Fig. 1: run 1, the metal 1 layer
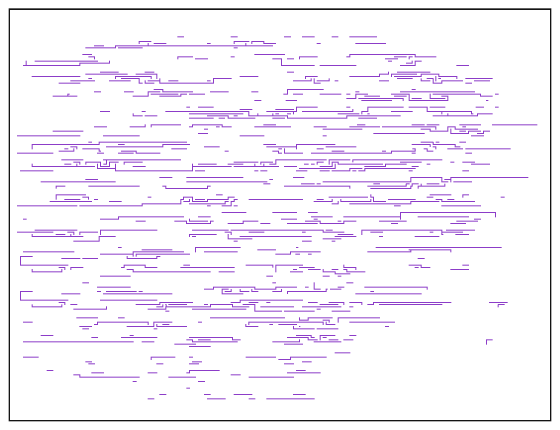
Fig. 2: run 1, sequential cells coloured by netlist name
Other sequential cells in the stronger grey, the rest of the logic in the fainter grey.
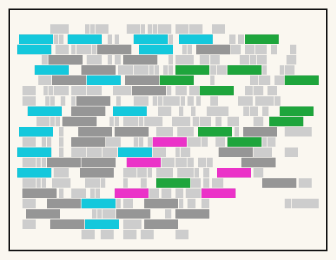
Fig. 3: run 1, cell area per tile
8 x 6 tiles, from white (low) to dark blue (high), 0 to 100% covered.
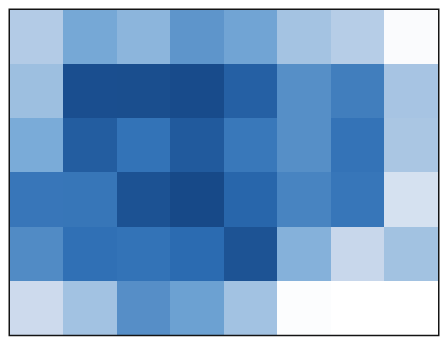
Fig. 4: run 1, M2 wires
Cells faint in the background.
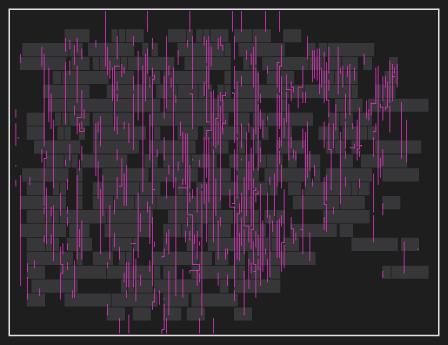
[config.mk]
export PLATFORM = sky130hd
export DESIGN_NAME = digit_deserializer
export DESIGN_NICKNAME = d
export VERILOG_FILES = /design/src/rtl/digit_deserializer.sv
export SDC_FILE = /design/constraint.sdc
export NUM_CORES = 1
export LEC_CHECK = 0
export CORE_ASPECT_RATIO = 0.75
export CORE_MARGIN = 1.5
export CORE_UTILIZATION = 50
export DETAILED_ROUTE_END_ITERATION = 7
export PLACE_DENSITY = 0.78
export SKIP_LAST_GASP = 1
export SYNTH_ARGS = -nofsm -noshare
export SYNTH_HDL_FRONTEND = slang
export SYNTH_SLANG_ARGS = --single-unit
export TNS_END_PERCENT = 30
[constraint.sdc]
create_clock -name clk -period 2 [get_ports clk]
set_input_delay 0.4 -clock clk [delete_from_list [all_inputs] [get_ports clk]]
set_output_delay 0.4 -clock clk [all_outputs]
set_load 0.005 [all_outputs]
[src/rtl/digit_deserializer.sv]
// digit_deserializer
// Receive side of the 595-style seven-segment shift-register link.
// Oversamples ds/shcp/stcp/bl with clk, rebuilds each serial frame into a
// parallel word, flags frames with the wrong bit count and reports when no
// latch has been seen for a while.

module digit_deserializer #(
  parameter int WIDTH       = 16,
  parameter int SYNC_STAGES = 2,
  parameter int TIMEOUT     = 1024
) (
  input  logic             clk,
  input  logic             reset_n,
  input  logic             ledsd_ds,
  input  logic             ledsd_shcp,
  input  logic             ledsd_stcp,
  input  logic             ledsd_bl,
  output logic [WIDTH-1:0] q,
  output logic             q_valid,
  output logic             frame_err,
  output logic             blank,
  output logic             stale
);

  localparam int CNT_W = $clog2(WIDTH) + 1;
  localparam int TMO_W = $clog2(TIMEOUT + 1);

  localparam logic [CNT_W-1:0] CNT_MAX   = '1;
  localparam logic [CNT_W-1:0] CNT_FULL  = CNT_W'(WIDTH);
  localparam logic [CNT_W-1:0] CNT_ONE   = CNT_W'(1);
  localparam logic [TMO_W-1:0] TMO_LIMIT = TMO_W'(TIMEOUT);
  localparam logic [TMO_W-1:0] TMO_PRE   = TMO_W'(TIMEOUT - 1);

  // Pin bundle order: {bl, stcp, shcp, ds}
  logic [3:0]       w_pins;
  logic [3:0]       w_sync;
  logic             w_shcpRise;
  logic             w_stcpRise;

  logic             r_prevShcp;
  logic             r_prevStcp;
  logic [WIDTH-1:0] r_sr;
  logic [CNT_W-1:0] r_bitCnt;
  logic [TMO_W-1:0] r_tmoCnt;
  logic [WIDTH-1:0] r_q;
  logic             r_qValid;
  logic             r_frameErr;
  logic             r_stale;

  assign w_pins = {ledsd_bl, ledsd_stcp, ledsd_shcp, ledsd_ds};

  generate
    if (SYNC_STAGES == 0) begin : g_noSync
      logic r_blank;

      assign w_sync = w_pins;

      // Source is already clk-synchronous; blank still gets one flop so no
      // pin reaches an output combinationally.
      always_ff @(posedge clk or negedge reset_n) begin
        if (!reset_n) r_blank <= 1'b0;
        else          r_blank <= w_pins[3];
      end

      assign blank = r_blank;
    end else begin : g_sync
      logic [3:0] r_chain [SYNC_STAGES];

      // All four pins share one chain so ds stays aligned with shcp.
      always_ff @(posedge clk or negedge reset_n) begin
        if (!reset_n) begin
          for (int i = 0; i < SYNC_STAGES; i++) r_chain[i] <= '0;
        end else begin
          r_chain[0] <= w_pins;
          for (int i = 1; i < SYNC_STAGES; i++) r_chain[i] <= r_chain[i-1];
        end
      end

      assign w_sync = r_chain[SYNC_STAGES-1];
      assign blank  = w_sync[3];
    end
  endgenerate

  // One extra flop per clock pin gives the previous level for edge detection.
  always_ff @(posedge clk or negedge reset_n) begin
    if (!reset_n) begin
      r_prevShcp <= 1'b0;
      r_prevStcp <= 1'b0;
    end else begin
      r_prevShcp <= w_sync[1];
      r_prevStcp <= w_sync[2];
    end
  end

  assign w_shcpRise = w_sync[1] & ~r_prevShcp;
  assign w_stcpRise = w_sync[2] & ~r_prevStcp;

  // Shift register follows shcp; a coincident latch still sees the old value.
  always_ff @(posedge clk or negedge reset_n) begin
    if (!reset_n)        r_sr <= '0;
    else if (w_shcpRise) r_sr <= {r_sr[WIDTH-2:0], w_sync[0]};
  end

  // Bit counter saturates so an overlong frame can never wrap back to WIDTH.
  always_ff @(posedge clk or negedge reset_n) begin
    if (!reset_n) begin
      r_bitCnt <= '0;
    end else if (w_stcpRise) begin
      r_bitCnt <= w_shcpRise ? CNT_ONE : '0;
    end else if (w_shcpRise && (r_bitCnt != CNT_MAX)) begin
      r_bitCnt <= r_bitCnt + 1'b1;
    end
  end

  // Latch the frame on stcp, judging its length by the pre-increment count.
  always_ff @(posedge clk or negedge reset_n) begin
    if (!reset_n) begin
      r_q        <= '0;
      r_qValid   <= 1'b0;
      r_frameErr <= 1'b0;
    end else begin
      r_qValid <= 1'b0;
      if (w_stcpRise) begin
        r_q        <= r_sr;
        r_qValid   <= 1'b1;
        r_frameErr <= (r_bitCnt != CNT_FULL);
      end
    end
  end

  // Idle watchdog: stale rises the cycle the counter reaches its limit.
  always_ff @(posedge clk or negedge reset_n) begin
    if (!reset_n) begin
      r_tmoCnt <= '0;
      r_stale  <= 1'b0;
    end else if (w_stcpRise) begin
      r_tmoCnt <= '0;
      r_stale  <= 1'b0;
    end else begin
      if (r_tmoCnt != TMO_LIMIT) r_tmoCnt <= r_tmoCnt + 1'b1;
      r_stale <= (r_tmoCnt >= TMO_PRE);
    end
  end

  assign q         = r_q;
  assign q_valid   = r_qValid;
  assign frame_err = r_frameErr;
  assign stale     = r_stale;

endmodule
==> reports/metrics.yaml, run 1 <==
status:
  status: "finished, final reports clean"
route:
  drt_iter0_drc: 65
  dr.pass1.iters: 4
  num_vias: 1630
  drc: 0
  drt_wl_total_um: 4300
  avgRoutedWirePerCell_um: 13.9
  routed_via_density: 5.26
  ant_nets: 0
place:
  numPortBuffers: 25
  gp_congestion: 0.774
  placedCellCount: 293
  hpwl_um: 2700
  pre_cts_ws_ns: 0.0598
cts:
  numCtsBuffers: 9
  clk_latency_ns: 0.34
  cts_root_buffer: "clkbuf_8"
  htree_levels: 3
  clk_path_buf_depth: 2
  cts_sinks: 61
  clkTransAtPathRegs_ns: 0.07
  cts_tree: "done"
  cts_hold_buffers: 0
worst_setup_path:
  crit_slowest_cell: "dfrtp_1"
  critPathLaunchType: "flop"
  cp.buffers_inverters: 0
  arrival_ns: 2.18
  crit_path_max_fanout: 4
  crit_chain: "ha_1 > and3_1 > ha_1 > or3b_4 > or3_1 > a21oi_2"
  required_ns: 2.27
  critPathKind: "flop to flop"
  max_stage_delay_ns: 0.40
  endpoint_kind: "flop"
  critPathTopFamily: "simple AND/OR/NAND/NOR gates"
  cp_common_cell: "ha_1"
synth:
  top_cell: "dfrtp_1"
  top_cell_area_share_pct: 62.5
  ys_top_cells_by_area: "dfrtp_1 63%, nand2_1 8.8%, mux2_2 7.4%, ha_1 2.6%, mux2i_1 1.6%"
  edf_count: 0
  ys_seq_elements: 61
  ys_area_um2: 2440
  yosys_warnings: 0
  yosys.area.top_type: "dfrtp_1"
  syn_area_per_cell_um2: 11.4
  synthArstFlopShare_pct: 100
  syn_area_um2: 2440
  postSynthSeqShare_pct: 62.5
  ys_types: 31
  yosysCellCount: 214
  fp_nets: 225
  ys_top_cells_by_count: "61 x dfrtp_1, 57 x nand2_1, 16 x mux2_2, 8 x inv_1, 7 x a21oi_1"
  syn-instance-count: 214
  ys.flop_type: "dfrtp_1"
finish:
  layout-drive-gt1-share_pct: 18.6
  logic_area_um2: 848
  finalNonFillerCells: 310
  syn2layout_area_growth_pct: 22.1
  nets: 259
  n_fill_cell: 365
  num_antenna_cells: 0
  regArea_um2: 1530
min_path:
  hold_path.class: "input pin to asynchronous set/reset pin"
sta:
  setup_viol: 0
  tns_ns: 0
  fin_crit_ns: 1.90
  max_clock_freq_mhz: 526
  tightest_slew_ns: 0.518
  clock-skew-final_ns: 0.00694
  hold_viol_final: 0
  fin_ws_ns: 0.0971
  rsz0062_at_grt: "false"
  slew_headroom_pct: 65.5
  slew_violations: 0
  fin_crit_sh_pct: 95.1
die:
  num_io_pins: 26
  row_count: 21
  fp_util_pct: 53.4
  chipArea_um2: 5310
  chipWidth_um: 83.7
  core_um2: 4570
  die_h_um: 63.5
global_routing:
  track_usage_pct: 18.7
  overflow: 0
  first_global_vias: 1665
  grt_start_max_net_pins: 62
  grt_pass1_wl_um: 7590
  antenna_found_initial: 0
job:
  maxCapViolations: 0
  warnings: 28
pwr:
  p_comb_share_pct: 20.9
  p_leak_nw: 1.39
  p_sw_share_pct: 29.2
  ir_drop_v: 0.000623
  power_mw: 3.40
  power_switching_uw: 994
  intPower_mw: 2.41
  power_density_nw_per_um2: 1140
  clkPwrFrac_pct: 27.9
  seq_power_share_pct: 51.2
Notes on Fig. 1 above:
The longest straight run is 24.4 um. 236 nets have wire on it. The layer holds 49% of the routed length. The wires run mostly horizontal. The layer carries 2110 um of wire.

Notes on Fig. 2 above:
r_bitCnt: drawn in magenta, flops 5. q: drawn in cyan, flops 16. r_tmoCnt: drawn in green, flops 11.
Another 29 sequential cells are not coloured.

Notes on Fig. 3 above:
The fullest tile reaches 90%. The densest ninth of the die: centre. 23% of the tiles are over 75% full.

Notes on Fig. 4 above:
The longest straight run is 24.5 um. 217 nets have wire on it. The wires run mostly vertical. The layer holds 45% of the routed length.

## run 1: path summary, 6_finish.rpt
check | cells after the start | to | slack [ns] | startpoint
setup / recovery | 6 | r_bitCnt[3] | 0.1 | r_bitCnt[1]
hold / removal | 2 | q_valid | 0.05 | reset_n
setup reg to reg | 6 | r_bitCnt[3] | 0.1 | r_bitCnt[1]
hold reg to reg | 0 | w_sync[1] | 0.35 | g_sync.r_chain[5]
max in group asynchronous | 2 | g_sync.r_chain[5] | 1.69 | reset_n
min in group clk | 0 | w_sync[1] | 0.35 | g_sync.r_chain[5]
## run 1: registers in the layout, indices dropped and copies added (netlist names)
signal and cells:
r_sr 16, q_valid 1, r_tmoCnt 11, g_sync.r_chain 4
stale 1, r_bitCnt 5, w_sync 4, r_prevShcp 1
r_prevStcp 1, q 16, frame_err 1
## run 1: layout make-up
cell class	instances	area share (%)
inverter	8	1.01
clock inverter	7	1.72
timing repair buffer	33	11.1
multi-input combinational	135	28.5
clock buffer	9	4.15
tap	57	2.39
sequential	61	51.2
## run 1: what timing repair did
item | in CTS | in global routing
resized | 0 | 2
endpoints found under the setup margin | 0 | 1
setup buffers | 0 | 1
## run 1: cells by family after synthesis
| logic type | share of synthesized area, % |
|---|---|
| adder cells (fa/ha/maj) | 2.56 |
| AND/OR/NAND/NOR | 16.8 |
| XOR/XNOR | 0.718 |
| buffers and inverters | 2.97 |
| multiplexers | 9.02 |
| AND-OR/OR-AND | 5.43 |
| flip-flops | 62.5 |
## run 1: layer usage
metal | vias up | routed length, um | GRT usage, %
li1 | 791 | - | -
met1 | 808 | 2110 | 24.2
met2 | 24 | 1950 | 28.2
met3 | 7 | 173 | 7.73
met4 | 0 | 55 | 7.38
met5 | - | 0 | 0
## run 1: metrics by stage
stage          cell area (um2)  hold slack, ns  utilization [%]
3_3_place_gp              2790           0.332             61.1
4_1_cts                   2970          0.0573             64.9
6_report                  2980          0.0485             65.2
5_1_grt                   2980          0.0728             65.2
2_1_floorplan             2440           0.104                -
3_5_place_dp              2790           0.336             61.1
## run 1: power groups by stage
stage | Sequential, mW | Clock [mW] | Combinational, mW
finish | 1.74 | 0.948 | 0.711
global route | 1.79 | 1.04 | 0.791
CTS | 1.74 | 0.977 | 0.715
detailed placement | 1.76 | 0 | 0.700
global placement | 1.75 | 0 | 0.679
floorplan | 1.73 | 0 | 0.356
## run 1: placed cells by master, fill, tap and decap left out, types with 2 or more instances in the layout
cell             count
buf_12               2
mux2_2              16
buf_4                6
or4_1                4
or3_1                3
nand4_1              2
ha_1                 5
nor2_1               3
clkbuf_8             9
dfrtp_1             61
nand3_1              6
o21ai_0              6
o31ai_1              4
nand2_1             57
a21oi_1              6
clkinv_4             2
xor2_1               2
clkinv_2             2
clkinvlp_4           2
a211oi_1             3
mux2i_1              4
inv_1                8
clkdlybuf4s50_1     24
==> inputs of run 2 (changes only) <==
Settings changed: CORE_UTILIZATION 50 to 55, PLACE_DENSITY 0.78 to 0.81.
Clock period 2 ns to 1.96 ns, I/O delays scaled along.
Fig. 5: run 2, the metal 1 layer
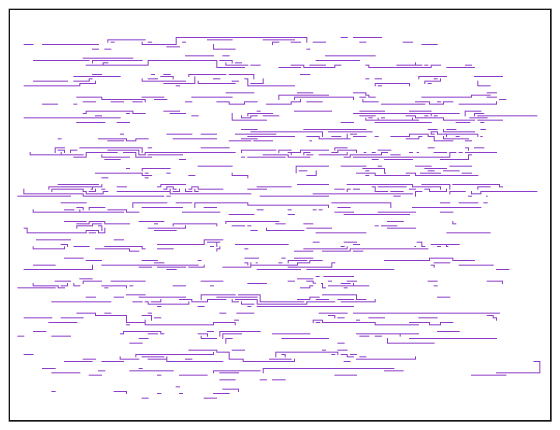
The wires run mostly horizontal. 235 nets have wire on it. The layer holds 48% of the routed length.

Fig. 6: run 2, placed standard cells
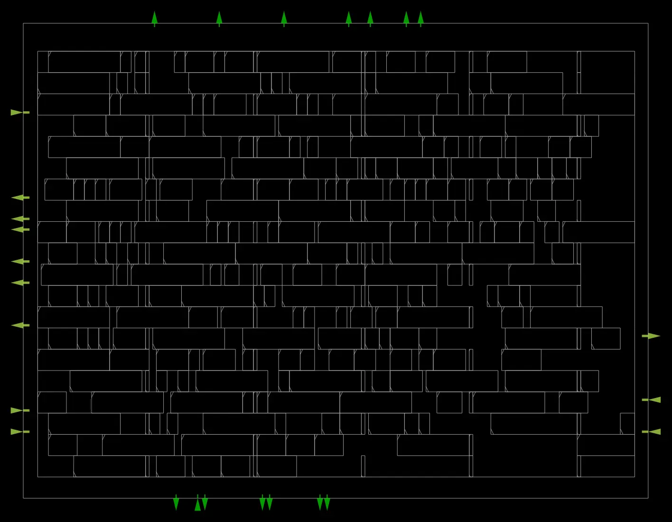
Post-Layout Cell Count: 310
Util after Layout: 72.3%
Tapcells: 55

==> run 2 against run 1 <==
Net effect: worst setup slack worse by 0.010 ns; first-iteration DRC count rose by 20%; clock skew is 0.00087 ns lower; clock power increased by about 10%; highest routed layer unchanged; synthesized cell count unchanged; non-clock buffer count grew 2; final area up 0.80%; synthesized area unchanged; worst hold slack improved by 0.0035 ns; power is 5.2% higher; fmax grew 1.6%.
==> reports/metrics.yaml, run 2 <==
global_routing:
  antenna_found_initial: 0  # unchanged
  first_global_vias: 1544  # -7.3%
  overflow: 0  # unchanged
  grt_start_max_net_pins: 62  # unchanged
  track_usage_pct: 21.2  # +2.5 points
  grt_pass1_wl_um: 7390  # -2.6%
finish:
  final_cell_mix: "61 x dfrtp_1, 57 x nand2_1, 24 x clkdlybuf4s50_1, 16 x mux2_2"
  layout_top_cell: "dfrtp_1"
  nets: 261  # +0.77%
  syn2layout_area_growth_pct: 23.1
  layout-drive-gt1-share_pct: 19.6  # +1.0 points
  num_antenna_cells: 0  # unchanged
die:
  chipArea_um2: 4850  # -8.7%
  die_h_um: 60.7  # -4.4%
  row_count: 20  # -4.8%
  core_um2: 4150  # -9.1%
  num_io_pins: 26  # unchanged
  chipWidth_um: 79.9  # -4.5%
  fp_util_pct: 58.8  # +5.4 points
synth:
  synth.cellmix.compoundShare_pct: 5.43  # unchanged
  synthXorXnorAreaFrac_pct: 0.718  # unchanged
  fp_nets: 225  # unchanged
  ys_area_um2: 2440  # unchanged
  edf_count: 0  # unchanged
  yosys.area.top_type: "dfrtp_1"
  syn-instance-count: 214  # unchanged
  top_cell_area_share_pct: 62.5  # unchanged
  syn_area_per_cell_um2: 11.4  # unchanged
  syn_area_um2: 2440  # unchanged
  yosys_warnings: 0  # unchanged
  ys_top_cells_by_area: "dfrtp_1 63%, nand2_1 8.8%, mux2_2 7.4%, ha_1 2.6%, mux2i_1 1.6%"
  yosysCellCount: 214  # unchanged
  synthArstFlopShare_pct: 100  # unchanged
  top_cell: "dfrtp_1"
  simple_gate_area_share_pct: 16.8  # unchanged
  postSynthSeqShare_pct: 62.5  # unchanged
  logic_family: "simple AND/OR/NAND/NOR gates"
  ys_seq_elements: 61  # unchanged
  synth.area.mux_share_pct: 9.02  # unchanged
  ys_types: 31  # unchanged
  ys.flop_type: "dfrtp_1"
  adder_share_pct: 2.56  # unchanged
  ys_top_cells_by_count: "61 x dfrtp_1, 57 x nand2_1, 16 x mux2_2, 8 x inv_1, 7 x a21oi_1"
place:
  gp_congestion: 0.792  # +2.3%
  placedCellCount: 294  # +0.34%
  numPortBuffers: 25  # unchanged
  hpwl_um: 2770  # +2.4%
worst_setup_path:
  arrival_ns: 2.14  # -0.04 ns
  required_ns: 2.23  # -0.04 ns
  critPathLaunchType: "flop"
  endpoint_kind: "flop"
  crit_slowest_cell: "dfrtp_1"
  crit_chain: "ha_2 > and3_1 > ha_1 > or3b_4 > or3_4 > a21oi_2"
  crit_path_max_fanout: 4  # unchanged
  reg2reg_slack_ns: 0.09  # about the same
  rr_startpoint: "r_bitCnt[0]"
  startpoint: "r_bitCnt[0]"
  max_stage_delay_ns: 0.39  # about the same
  critPathKind: "flop to flop"
pwr:
  p_leak_nw: 1.41  # +0.89%
  intPower_mw: 2.58  # +7.2%
  power_switching_uw: 999  # +0.49%
  clkPwrFrac_pct: 30.0  # +2.1 points
  p_sw_share_pct: 27.9  # -1.3 points
  seq_power_share_pct: 49.8  # -1.4 points
  power_density_nw_per_um2: 1190  # +4.4%
  p_comb_share_pct: 20.2  # -0.7 points
  ir_drop_v: 0.000889  # +43%
sta:
  rsz0062_at_grt: "false"
  slew_violations: 0  # unchanged
  clock-skew-final_ns: 0.00606  # -0.000873 ns
  hold_slack_ns: 0.0520  # +0.00345 ns
  fin_crit_sh_pct: 95.6  # +0.41 points
  setup_viol: 0  # unchanged
  tns_ns: 0  # unchanged
  hold_viol_final: 0  # unchanged
  tightest_slew_ns: 0.423  # -0.0943 ns
  slew_headroom_pct: 71.8  # +6.3 points
  fin_crit_ns: 1.87  # -0.0300 ns
  max_clock_freq_mhz: 534  # +1.6%
route:
  dr.pass1.iters: 4  # unchanged
  ant_nets: 0  # unchanged
  routed_via_density: 5.31  # +0.92%
  drc: 0  # unchanged
  drt_iter0_drc: 78  # +20%
  avgRoutedWirePerCell_um: 13.9  # +0.42%
  drt_wl_total_um: 4310  # +0.42%
  num_vias: 1645  # +0.92%
cts:
  clk_path_buf_depth: 2  # unchanged
  cts_hold_buffers: 0  # unchanged
  post_cts_buffers: 0  # unchanged
  numCtsBuffers: 9  # unchanged
  cts_sinks: 61  # unchanged
  htree_levels: 3  # unchanged
  clkTransAtPathRegs_ns: 0.07  # about the same
  cts_root_buffer: "clkbuf_8"
  post_cts_resize_count: 0  # unchanged
  clk_latency_ns: 0.34  # about the same
  cts_tree: "done"
min_path:
  hold_path.class: "input pin to asynchronous set/reset pin"
job:
  warnings: 28  # unchanged
  maxCapViolations: 0  # unchanged
status:
  status: "finished, final reports clean"
Fig. 7: run 2, sequential cells coloured by netlist name
Other sequential cells in the stronger grey, the rest of the logic in the fainter grey.
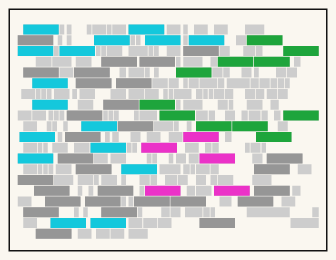
r_bitCnt: drawn in magenta, flops 5. q: drawn in cyan, flops 16. r_tmoCnt: drawn in green, flops 11.
Another 29 sequential cells are not coloured.

run 2: cells by family after synthesis:
group | Yosys count
DFF | 61
buffers and inverters | 18
AOI/OAI and AO/OA | 22
and+or+nand+nor | 86
xor gates and xnor gates | 2
adders and majority gates | 5
muxes | 20
run 2: critical path: cells and delay by family (launching register included):
| kind | cells | cell delay, ns |
|---|---|---|
| AND/OR/NAND/NOR | 3 | 0.94 |
| AND-OR/OR-AND | 1 | 0.11 |
| adder cells (fa/ha/maj) | 2 | 0.36 |
| flip-flops | 1 | 0.39 |
run 2: routing by layer:
layer  GRT usage, %  up-vias  share of wire, %
li1               -      800                 -
met1           28.7      802                48
met2           30.4       36                46
met3           10.1        7               4.6
met4           7.39        0               1.1
met5              0        -                 0
run 2: final timing paths:
| path | cells after the start | to |
|---|---|---|
| setup / recovery | 6 | r_bitCnt[3] |
| hold / removal | 2 | r_bitCnt[3] |
| setup reg to reg | 6 | r_bitCnt[3] |
| hold reg to reg | 0 | w_sync[1] |
| max in group asynchronous | 2 | r_prevShcp |
| min in group clk | 0 | w_sync[1] |
run 2: stage by stage:
stage	worst slack [ns]	cell area [um2]	power, mW
after detailed placement	0.0466	2800	2.52
after floorplan	0.000645	2440	2.12
after global placement	0.115	2800	2.48
after CTS	0.0432	2990	3.61
final	0.0871	3010	3.58
after global routing	0.0205	3010	3.81
run 2: layout make-up:
type                       instances  area [um2]
clock buffer                      10         128
clock inverter                     6        63.8
fill                             296        1150
inverter                           8        30.0
multi-input combinational        135         856
sequential                        61        1530
tap                               55        68.8
timing repair buffer              35         333
run 2: power groups by stage:
stage          Sequential (mW)  Combinational, mW  Clock [mW]
2_1_floorplan             1.76              0.363           0
3_3_place_gp              1.78              0.702           0
3_5_place_dp              1.80              0.725           0
4_1_cts                   1.78              0.734        1.10
5_1_grt                   1.84              0.803        1.17
6_report                  1.78              0.723        1.08
==> inputs of run 3 (changes only) <==
Settings changed: CORE_UTILIZATION 55 to 35, MAX_ROUTING_LAYER set to met4, PLACE_DENSITY 0.81 to 0.57.
Fig. 8: run 3, M2 wires
Cells faint in the background.
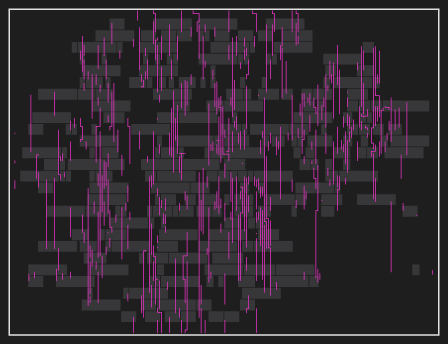
The longest straight run is 33.7 um. 216 nets have wire on it.

Fig. 9: run 3, cell area per tile
10 x 8 tiles, from white (low) to dark blue (high), 0 to 100% covered.
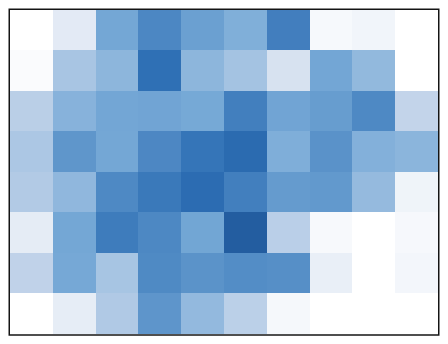
CORE AREA: 6770 um2
fp_density: 36.1%
Util after Layout: 45.0%

==> run 3 against run 2 <==
Net effect: combinational power increased by 0.8%; first-iteration DRC count decreased by 55%; critical path depth unchanged; global-route usage decreased by 7.2 points; non-clock buffer count increased by 1; die area increased by 54%; fmax decreased by 1.9%; power decreased by 3.5%; clock skew increased by 0.0028 ns; worst setup slack got worse by 0.037 ns; critical endpoint unchanged; highest routed layer unchanged.
==> reports/metrics.yaml, run 3 <==
synth:
  yosys.area.top_type: "dfrtp_1"
  simple_gate_area_share_pct: 16.8  # unchanged
  syn_area_um2: 2440  # unchanged
  synth.area.mux_share_pct: 9.02  # unchanged
  syn_area_per_cell_um2: 11.4  # unchanged
  ys_seq_elements: 61  # unchanged
  synthXorXnorAreaFrac_pct: 0.718  # unchanged
  syn-instance-count: 214  # unchanged
  yosysCellCount: 214  # unchanged
  fp_nets: 225  # unchanged
  edf_count: 0  # unchanged
  ys_area_um2: 2440  # unchanged
  ys_types: 31  # unchanged
  yosys_warnings: 0  # unchanged
  adder_share_pct: 2.56  # unchanged
  synth.cellmix.compoundShare_pct: 5.43  # unchanged
  synthArstFlopShare_pct: 100  # unchanged
sta:
  setup_viol: 0  # unchanged
  clock-skew-final_ns: 0.00888  # +0.00281 ns
  fin_crit_ns: 1.91  # +0.0368 ns
  tightest_slew_ns: 0.514  # +0.0905 ns
  slew_violations: 0  # unchanged
  fin_ws_ns: 0.0503  # -0.0368 ns
  hold_viol_final: 0  # unchanged
  slew_headroom_pct: 65.8  # -6.0 points
worst_setup_path:
  critPathKind: "flop to flop"
  crit_path_max_fanout: 4  # unchanged
  reg2reg_slack_ns: 0.05  # -0.04 ns
  r2r_cells: 6  # unchanged
  rr_startpoint: "r_bitCnt[0]"
  arrival_ns: 2.18  # +0.04 ns
die:
  chipWidth_um: 99.4  # +24%
  chipArea_um2: 7490  # +54%
cts:
  cts_root_buffer: "clkbuf_8"
  cts_sinks: 61  # unchanged
  cts_tree: "done"
  numCtsBuffers: 9  # unchanged
  post_cts_buffers: 0  # unchanged
  clkTransAtPathRegs_ns: 0.07  # about the same
  clk_latency_ns: 0.34  # about the same
finish:
  finalNonFillerCells: 340  # +9.7%
  final_cell_mix: "61 x dfrtp_1, 57 x nand2_1, 24 x clkdlybuf4s50_1, 16 x mux2_2, 9 x clkbuf_8"
  nets: 262  # +0.38%
  layout-drive-gt1-share_pct: 19.5  # -0.077 points
  syn2layout_area_growth_pct: 24.8
global_routing:
  grt_pass1_wl_um: 7620  # +3.1%
  gr-usage-met3_pct: 4.95  # -5.1 points
  grt_start_max_net_pins: 25  # -60%
  top_usage_layer: "met2"
  use_met2_pct: 19.9  # -10 points
  overflow: 0  # unchanged
pwr:
  power_switching_uw: 998  # -0.12%
  p_comb_share_pct: 21.1  # +0.9 points
  p_leak_nw: 1.41  # +0.38%
  p_sw_share_pct: 28.9  # +0.97 points
  intPower_mw: 2.46  # -4.8%
  ir_drop_v: 0.000475  # -47%
route:
  drt_wl_total_um: 4480  # +3.9%
  drt_iter0_drc: 35  # -55%
status:
  status: "finished, final reports clean"
place:
  placedCellCount: 324  # +10%
  hpwl_um: 2940  # +6.1%
  pre_cts_ws_ns: 0.0343  # -0.0124 ns
job:
  maxCapViolations: 0  # unchanged
  warnings: 28  # unchanged
Fig. 10: run 3, the metal 1 layer
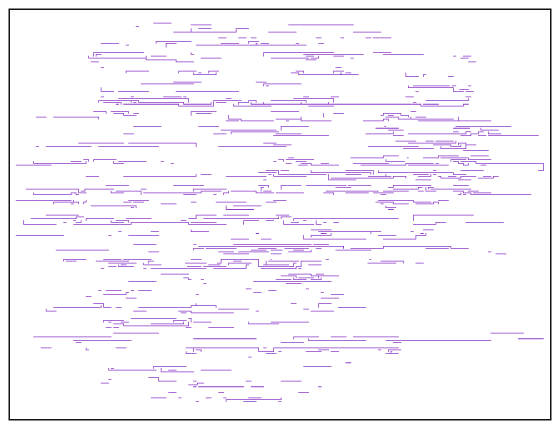
via count: 1628
routing usage on met1: 18.2%

[run 3: how the worst max path moves through the flow]
stage                   to  slack [ns]        start  depth (start not counted)
5_1_grt        r_bitCnt[3]       -0.02  r_bitCnt[0]                          6
4_1_cts        r_bitCnt[3]        0.03  r_bitCnt[0]                          6
3_5_place_dp   r_bitCnt[3]        0.03  r_bitCnt[0]                          6
3_3_place_gp   r_bitCnt[3]        0.10  r_bitCnt[0]                          6
6_report       r_bitCnt[3]        0.05  r_bitCnt[0]                          6
2_1_floorplan  r_bitCnt[3]      0.0006  r_bitCnt[0]                          7
[run 3: timing repair]
action	in CTS	in global routing
endpoints found under the setup margin	0	2
hold buffers	0	0
gates resized	0	4
[run 3: area by class of cell]
cell class	count	area (um2)	area share, %
multi-input cells	135	853	28.0
inverters	8	30.0	0.986
clock buffers	10	128	4.19
repair buffers	36	365	12.0
flip-flops and latches	61	1530	50.1
clock inverters	6	38.8	1.27
well taps	84	105	3.45
[run 3: logic make-up (layout without fill, tap and decap cells)]
logic type      count (synthesis)  count (layout)
fa+ha+maj                       5               5
mux                            20              20
buf+inv                        18              60
xor+xnor                        2               2
compound gates                 22              22
flops                          61              61
simple gates                   86              86
[run 3: power groups by stage]
stage	combinational, mW	clock (mW)	sequential (mW)
2_1_floorplan	0.363	0	1.76
3_3_place_gp	0.722	0	1.79
3_5_place_dp	0.735	0	1.79
4_1_cts	0.742	0.992	1.77
5_1_grt	0.824	1.05	1.82
6_report	0.729	0.956	1.77
[run 3: layer usage]
metal  wire length (um)  part of all wire (%)  vias up
li1                   -                     -      804
met1               2300                    51      797
met2               1960                    44       16
met3                140                   3.1       11
met4                 86                   1.9        0
met5                  0                     0        -
[run 3: stage by stage]
stage | setup TNS [ns] | area [um2] | hold WS [ns]
global route | -0.0226 | 3050 | 0.0407
detailed placement | 0 | 2870 | 0.336
CTS | 0 | 3040 | 0.0283
finish | 0 | 3050 | 0.0219
floorplan | 0 | 2440 | 0.0964
global placement | 0 | 2870 | 0.331
[run 3: critical path, stage by stage, from the launching register on]
cell     delay (ns)
dfrtp_1        0.38
ha_1           0.21
and3_1         0.18
ha_1           0.18
or3b_4         0.39
or3_4          0.38
a21oi_2        0.12
Power and IR drop assume default switching activity.
